**config.mk**
```make
export PLATFORM = sky130hd
export DESIGN_NAME = rgb_led_sched_flat
export DESIGN_NICKNAME = d
export VERILOG_FILES = /design/src/rtl/rgb_led_sched_if.sv /design/src/rtl/rgb_led_sched.sv /design/src/flat_wrapper.sv
export SDC_FILE = /design/constraint.sdc
export NUM_CORES = 1
export LEC_CHECK = 0
export CAP_MARGIN = 20
export CORE_ASPECT_RATIO = 1.2
export CORE_UTILIZATION = 46
export CTS_CLUSTER_DIAMETER = 80
export DETAILED_ROUTE_END_ITERATION = 12
export DONT_BUFFER_PORTS = 1
export GPL_ROUTABILITY_DRIVEN = 0
export GPL_TIMING_DRIVEN = 0
export PLACE_DENSITY = 0.63
export SYNTH_ARGS = -nofsm -noshare
export SYNTH_HDL_FRONTEND = slang
export SYNTH_SLANG_ARGS = --single-unit
```
**constraint.sdc**
```tcl
create_clock -name clk_24MHz_i -period 3.45 [get_ports clk_24MHz_i]
set_input_delay 0.69 -clock clk_24MHz_i [delete_from_list [all_inputs] [get_ports clk_24MHz_i]]
set_output_delay 0.69 -clock clk_24MHz_i [all_outputs]
set_load 0.005 [all_outputs]
```
**src/rtl/rgb_led_sched_if.sv**
```systemverilog
// rgb_led_sched_if: requester/colour inputs and grant/duty/status outputs of the LED scheduler
interface rgb_led_sched_if #(parameter int N_REQ = 4);
    logic [N_REQ-1:0]    req_i;
    logic [24*N_REQ-1:0] color_i;
    logic [N_REQ-1:0]    gnt_o;
    logic [7:0]          R_duty_o;
    logic [7:0]          G_duty_o;
    logic [7:0]          B_duty_o;
    logic                tick_o;
    logic                fading_o;
    logic                idle_o;
    modport master (output req_i, color_i,
                    input  gnt_o, R_duty_o, G_duty_o, B_duty_o, tick_o, fading_o, idle_o);
    modport slave  (input  req_i, color_i,
                    output gnt_o, R_duty_o, G_duty_o, B_duty_o, tick_o, fading_o, idle_o);
endinterface

```
**src/rtl/rgb_led_sched.sv**
```systemverilog
// rgb_led_sched: round-robin owner of the RGB LED with minimum hold time and per-channel duty sequencing.
// Define RGB_SCHED_FADE_EN to step duties by 1 per tick instead of following the target every cycle.
module rgb_led_sched #(
    parameter int N_REQ      = 4,
    parameter int TICK_DIV   = 65536,
    parameter int HOLD_TICKS = 256
) (
    input logic          clk_24MHz_i,
    input logic          rst_i,
    rgb_led_sched_if.slave bus
);
    localparam int IW = $clog2(N_REQ);
    localparam int CW = $clog2(TICK_DIV);
    localparam int HW = $clog2(HOLD_TICKS + 1);
    typedef enum logic {IDLE, OWN} state_t;
    state_t           state_q, nxt_state;
    logic [CW-1:0]    cnt_q;
    logic             tick_q;
    logic [N_REQ-1:0] gnt_q, nxt_gnt, others;
    logic [IW-1:0]    last_q, nxt_last;
    logic [HW-1:0]    hold_q, nxt_hold;
    logic [23:0]      duty_q, nxt_duty, tgt;
    logic             owner_req;
    // lowest offset from last+1 wins; offset N_REQ (last itself) has the lowest priority
    function automatic logic [IW-1:0] rr_pick(input logic [N_REQ-1:0] r, input logic [IW-1:0] last);
        logic [IW-1:0] p;
        p = last;
        for (int i = N_REQ; i >= 1; i--) begin
            if (r[(int'(last) + i) % N_REQ]) p = IW'((int'(last) + i) % N_REQ);
        end
        return p;
    endfunction
    function automatic logic [7:0] step(input logic [7:0] d, input logic [7:0] t);
        return (d < t) ? d + 8'd1 : (d > t) ? d - 8'd1 : d;
    endfunction
    assign others    = bus.req_i & ~gnt_q;
    assign owner_req = |(bus.req_i & gnt_q);
    assign tgt       = (state_q == OWN) ? bus.color_i[24*int'(last_q) +: 24] : 24'h000000;
    always_comb begin
        nxt_state = state_q;
        nxt_last  = last_q;
        nxt_hold  = hold_q;
        if (state_q == IDLE) begin
            if (|bus.req_i) begin
                nxt_state = OWN;
                nxt_last  = rr_pick(bus.req_i, last_q);
                nxt_hold  = '0;
            end
        end else if (!owner_req) begin
            nxt_state = (|others) ? OWN : IDLE;
            nxt_last  = (|others) ? rr_pick(others, last_q) : last_q;
            nxt_hold  = '0;
        end else if (hold_q == HW'(HOLD_TICKS) && |others) begin
            nxt_last = rr_pick(others, last_q);
            nxt_hold = '0;
        end else if (tick_q && hold_q != HW'(HOLD_TICKS)) begin
            nxt_hold = hold_q + 1'b1;
        end
        nxt_gnt = (nxt_state == OWN) ? N_REQ'(1) << nxt_last : '0;
`ifdef RGB_SCHED_FADE_EN
        nxt_duty = tick_q ? {step(duty_q[23:16], tgt[23:16]), step(duty_q[15:8], tgt[15:8]),
                             step(duty_q[7:0], tgt[7:0])} : duty_q;
`else
        nxt_duty = tgt;
`endif
    end
    always_ff @(posedge clk_24MHz_i) begin
        if (rst_i) begin
            cnt_q   <= '0;
            tick_q  <= 1'b0;
            state_q <= IDLE;
            gnt_q   <= '0;
            last_q  <= IW'(N_REQ - 1);
            hold_q  <= '0;
            duty_q  <= '0;
        end else begin
            cnt_q   <= (cnt_q == CW'(TICK_DIV - 1)) ? '0 : cnt_q + 1'b1;
            tick_q  <= (cnt_q == CW'(TICK_DIV - 2));
            state_q <= nxt_state;
            gnt_q   <= nxt_gnt;
            last_q  <= nxt_last;
            hold_q  <= nxt_hold;
            duty_q  <= nxt_duty;
        end
    end
    assign bus.gnt_o    = gnt_q;
    assign bus.R_duty_o = duty_q[23:16];
    assign bus.G_duty_o = duty_q[15:8];
    assign bus.B_duty_o = duty_q[7:0];
    assign bus.tick_o   = tick_q;
    assign bus.fading_o = (duty_q != tgt);
    assign bus.idle_o   = (state_q == IDLE) && (duty_q == 24'h000000);
endmodule

```
**src/flat_wrapper.sv**
```systemverilog
// flat-port wrapper written by rule: the top's interface ports become plain ports
module rgb_led_sched_flat 
#(
    parameter int N_REQ      = 4,
    parameter int TICK_DIV   = 65536,
    parameter int HOLD_TICKS = 256
)
  (clk_24MHz_i, rst_i, bus_req_i, bus_color_i, bus_gnt_o, bus_R_duty_o, bus_G_duty_o, bus_B_duty_o, bus_tick_o, bus_fading_o, bus_idle_o);
  rgb_led_sched_if #(.N_REQ(N_REQ)) bus_i ();
  input logic clk_24MHz_i;
  input logic rst_i;
  input wire logic [$bits(bus_i.req_i)-1:0] bus_req_i;
  input wire logic [$bits(bus_i.color_i)-1:0] bus_color_i;
  output wire logic [$bits(bus_i.gnt_o)-1:0] bus_gnt_o;
  output wire logic [$bits(bus_i.R_duty_o)-1:0] bus_R_duty_o;
  output wire logic [$bits(bus_i.G_duty_o)-1:0] bus_G_duty_o;
  output wire logic [$bits(bus_i.B_duty_o)-1:0] bus_B_duty_o;
  output wire logic [$bits(bus_i.tick_o)-1:0] bus_tick_o;
  output wire logic [$bits(bus_i.fading_o)-1:0] bus_fading_o;
  output wire logic [$bits(bus_i.idle_o)-1:0] bus_idle_o;
  assign bus_i.req_i = bus_req_i;
  assign bus_i.color_i = bus_color_i;
  assign bus_gnt_o = bus_i.gnt_o;
  assign bus_R_duty_o = bus_i.R_duty_o;
  assign bus_G_duty_o = bus_i.G_duty_o;
  assign bus_B_duty_o = bus_i.B_duty_o;
  assign bus_tick_o = bus_i.tick_o;
  assign bus_fading_o = bus_i.fading_o;
  assign bus_idle_o = bus_i.idle_o;
  rgb_led_sched #(.N_REQ(N_REQ), .TICK_DIV(TICK_DIV), .HOLD_TICKS(HOLD_TICKS)) u_core (.clk_24MHz_i(clk_24MHz_i), .rst_i(rst_i), .bus(bus_i));
endmodule
```
==> images/clk_routes.png <==
(4 px per µm)
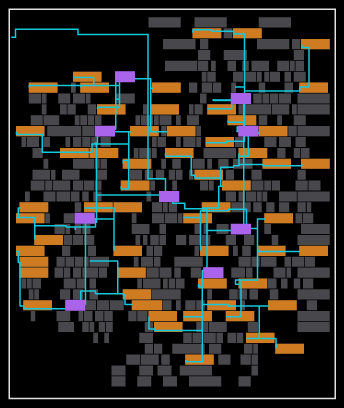
purple -> clock drivers  # count 9
cyan -> clock wires  # length 860 µm
orange -> flip-flops  # count 57
routed clock nets = 10

==> images/power_grid.png <==
(4 px per µm) Pins as bars on the die edge. Tap cells in gray.
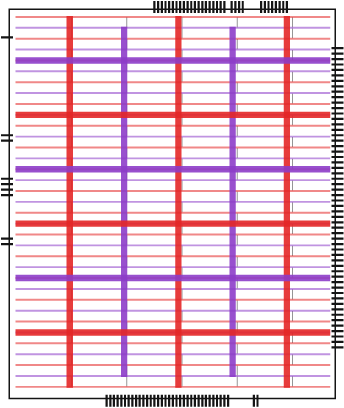
red -> VSS
purple -> VDD
tap cells = 90
met5 straps = 6
signal pins = 133
met1 rails = 35

==> impl_metrics.tcl <==
# place-and-route summary
set metrics [dict create \
    ys_area_mm2 0.00345 \
    finalInstanceArea_mm2 0.00388 \
    synthArstFlopShare 0 \
    path_max_fanout 10 \
    seq_area_mm2 0.00114 \
    route.met3.wl_um 738 \
    overflow 0 \
    yosys_cells 366 \
    post-route-period-util 0.969 \
    drt-pass1-iter-count 4 \
    logic_area_mm2 0.00224 \
    antenna_cells 0 \
    endpoint_kind "output port" \
    antenna_found_initial 0 \
    yosys-top-cells-count "dfxtp_1, nor2_1, and2_1" \
    peakVddDrop_mv 0.341 \
    power_mw 2.15 \
    syn-num-nets 472 \
    cp_common_cell "buf_12" \
    n_tap_cell 90 \
    intPower_mw 1.42 \
    critPathLaunchType "flop" \
    final_cells 478 \
    wl_met1_um 3470 \
    post-place-ws_ns 0.0394 \
    cp_top_family "simple AND/OR/NAND/NOR gates" \
    grt_use_total 0.235 \
    setup_viol 0 \
    synthDistinctLibCells 52 \
    combPwrFrac 0.352 \
    hold_viol 0 \
    cts_buffers 9 \
    cpPeakStageDelay_ns 0.56 \
    synth_area_leader_cell "dfxtp_1" \
    use_met1 0.262 \
    dp_hpwl_um 6730 \
    relSlewSlack 0.503 \
    sh_comb_area 0.578 \
    wl_met2_um 4560 \
    r2r_cells 8 \
    fin_skew_ns 0.0110 \
    drive_above_1_share 0.170 \
    hold_path.class "in -> reg" \
    fp_util 0.475 \
    placedCellCount 456 \
    avgViaCountPerCell 6.13 \
    tightestPinTransition_ns 0.740 \
    critical_path_class "reg -> out" \
    r2r-end "u_core.hold_q[7]" \
    cpMaxStageDelayCell "mux4_2" \
    synth_top_area_share 0.330 \
    bufAreaShareNonClock 0.0426 \
    sh_seq_area 0.295 \
    r2r_slack_ns 1.06 \
    syn_area_mm2 0.00345 \
    topCellsByArea "dfxtp_1, mux4_2, xnor2_1" \
    status "complete, no violations" \
    inv_count 6 \
    wl_um 9020 \
    fin_crit_ns 3.34 \
    core_mm2 0.00727 \
    drt.antenna.violating_nets 0 \
    cp.required_ns 2.76 \
    synth_area_per_cell_um2 9.44 \
    final.clkbuf_count 14 \
    hold_end "u_core.state_q" \
    io_pins 133 \
    portBuffers 0 \
    rows 34 \
    grt_start_max_net_pins 11 \
    area_share_clock_buf_inv 0.0497 \
    warnings 28 \
    grt_pass1_vias 2884 \
    hold_path_depth 1 \
    arrival_ns 2.65 \
    placed_cell_area_mm2 0.00357 \
    cts_sinks 57 \
    yosysWarnings 0 \
    drt-initial-drc-count 166 \
    drc 0 \
    setup_ws_ns 0.108 \
    rr_startpoint "u_core.hold_q[0]" \
    p_sw_frac 0.340 \
    largest_cell_class "multi-input combinational cells" \
    ys.flops 57 \
    edf_count 0 \
    max_freq_ghz 0.299 \
    use_met2 0.400 \
    die_h_um 96.9 \
    powerDensity_mw_per_mm2 555 \
    p_clk_frac 0.282 \
    n_all_buffers 21 \
    synth_top_cell_by_count "dfxtp_1" \
    cp_num_buf_inv 2 \
    flop_cell "dfxtp_1" \
    p_seq_frac 0.366 \
    power.switching_mw 0.731 \
    clock_latency_ns 0.34 \
    p_leak_nw 1.42 \
]
==> images/placement_by_type.png <==
(4 px per µm) Fill, decap, tap and diode cells in gray.
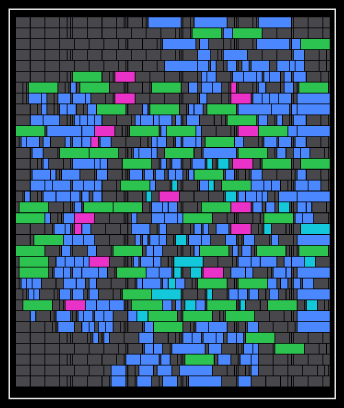
blue -> combinational and other logic  # cells 294, share of their area 60%
cyan -> other buffers and delay cells  # cells 21, share of their area 4.4%
green -> flops  # cells 57, share of their area 30%
magenta -> clock drivers and dummy loads  # cells 16, share of their area 5.1%

==> images/congestion.png <==
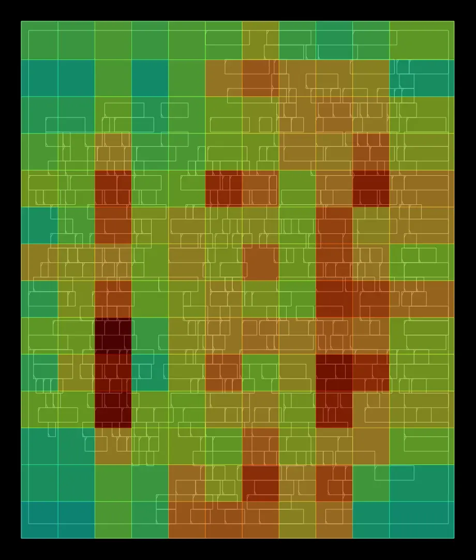
post-DR wirelength/cell: 18.9 µm
M3 GR Usage: 0.0566

placed cells by master, fill, tap and decap left out, types with 13 or more instances in the layout:
master    count
and2_1       21
mux4_2       20
clkbuf_8     13
xor2_1       15
nor2_1       41
xnor2_1      17
nand2_1      15
dfxtp_1      56
o21ai_0      13
worst max path at each step:
stage,endpoint,cells past startpoint,start
4_1_cts,bus_fading_o,7,u_core.last_q[1]
6_report,bus_fading_o,8,u_core.last_q[0]
3_5_place_dp,bus_fading_o,9,u_core.last_q[0]
2_1_floorplan,bus_fading_o,9,u_core.last_q[0]
3_3_place_gp,bus_fading_o,9,u_core.last_q[0]
5_1_grt,bus_fading_o,7,u_core.last_q[1]
repair_timing:
| item | in CTS | in global routing |
|---|---|---|
| pin swaps | 0 | 2 |
| gates resized | 10 | 10 |
| hold buffers | 0 | 0 |
| buffers inserted | 3 | 3 |
| endpoints found under the setup margin | 1 | 1 |
per-stage QoR:
step / util / setup TNS, ns
floorplan: - / 0
global placement: 0.490 / 0
detailed placement: 0.490 / 0
CTS: 0.526 / 0
global route: 0.533 / -0.00210
finish: 0.533 / 0
state kept, by name (all words and copies together) (netlist names):
register	flops
u_core.last_q	2
u_core.bus.tick_o	1
u_core.cnt_q	16
u_core.state_q	1
u_core.bus.gnt_o	4
u_core.duty_q	24
u_core.hold_q	9
power by group through the flow:
stage,clock network (mW),logic (mW),registers [mW]
detailed placement,0,0.686,0.800
CTS,0.615,0.730,0.786
finish,0.608,0.757,0.787
floorplan,0,0.553,0.777
global placement,0,0.675,0.798
global route,0.642,0.827,0.796
logic make-up after synthesis:
family                     synth area share
xor gates and xnor gates             0.0837
AOI/OAI and AO/OA                     0.120
muxes                                 0.163
DFF                                   0.330
and+or+nand+nor                       0.260
buffers and inverters                0.0286
adders and majority gates            0.0145
No activity file was given, so power comes from the tool's default toggle rates.
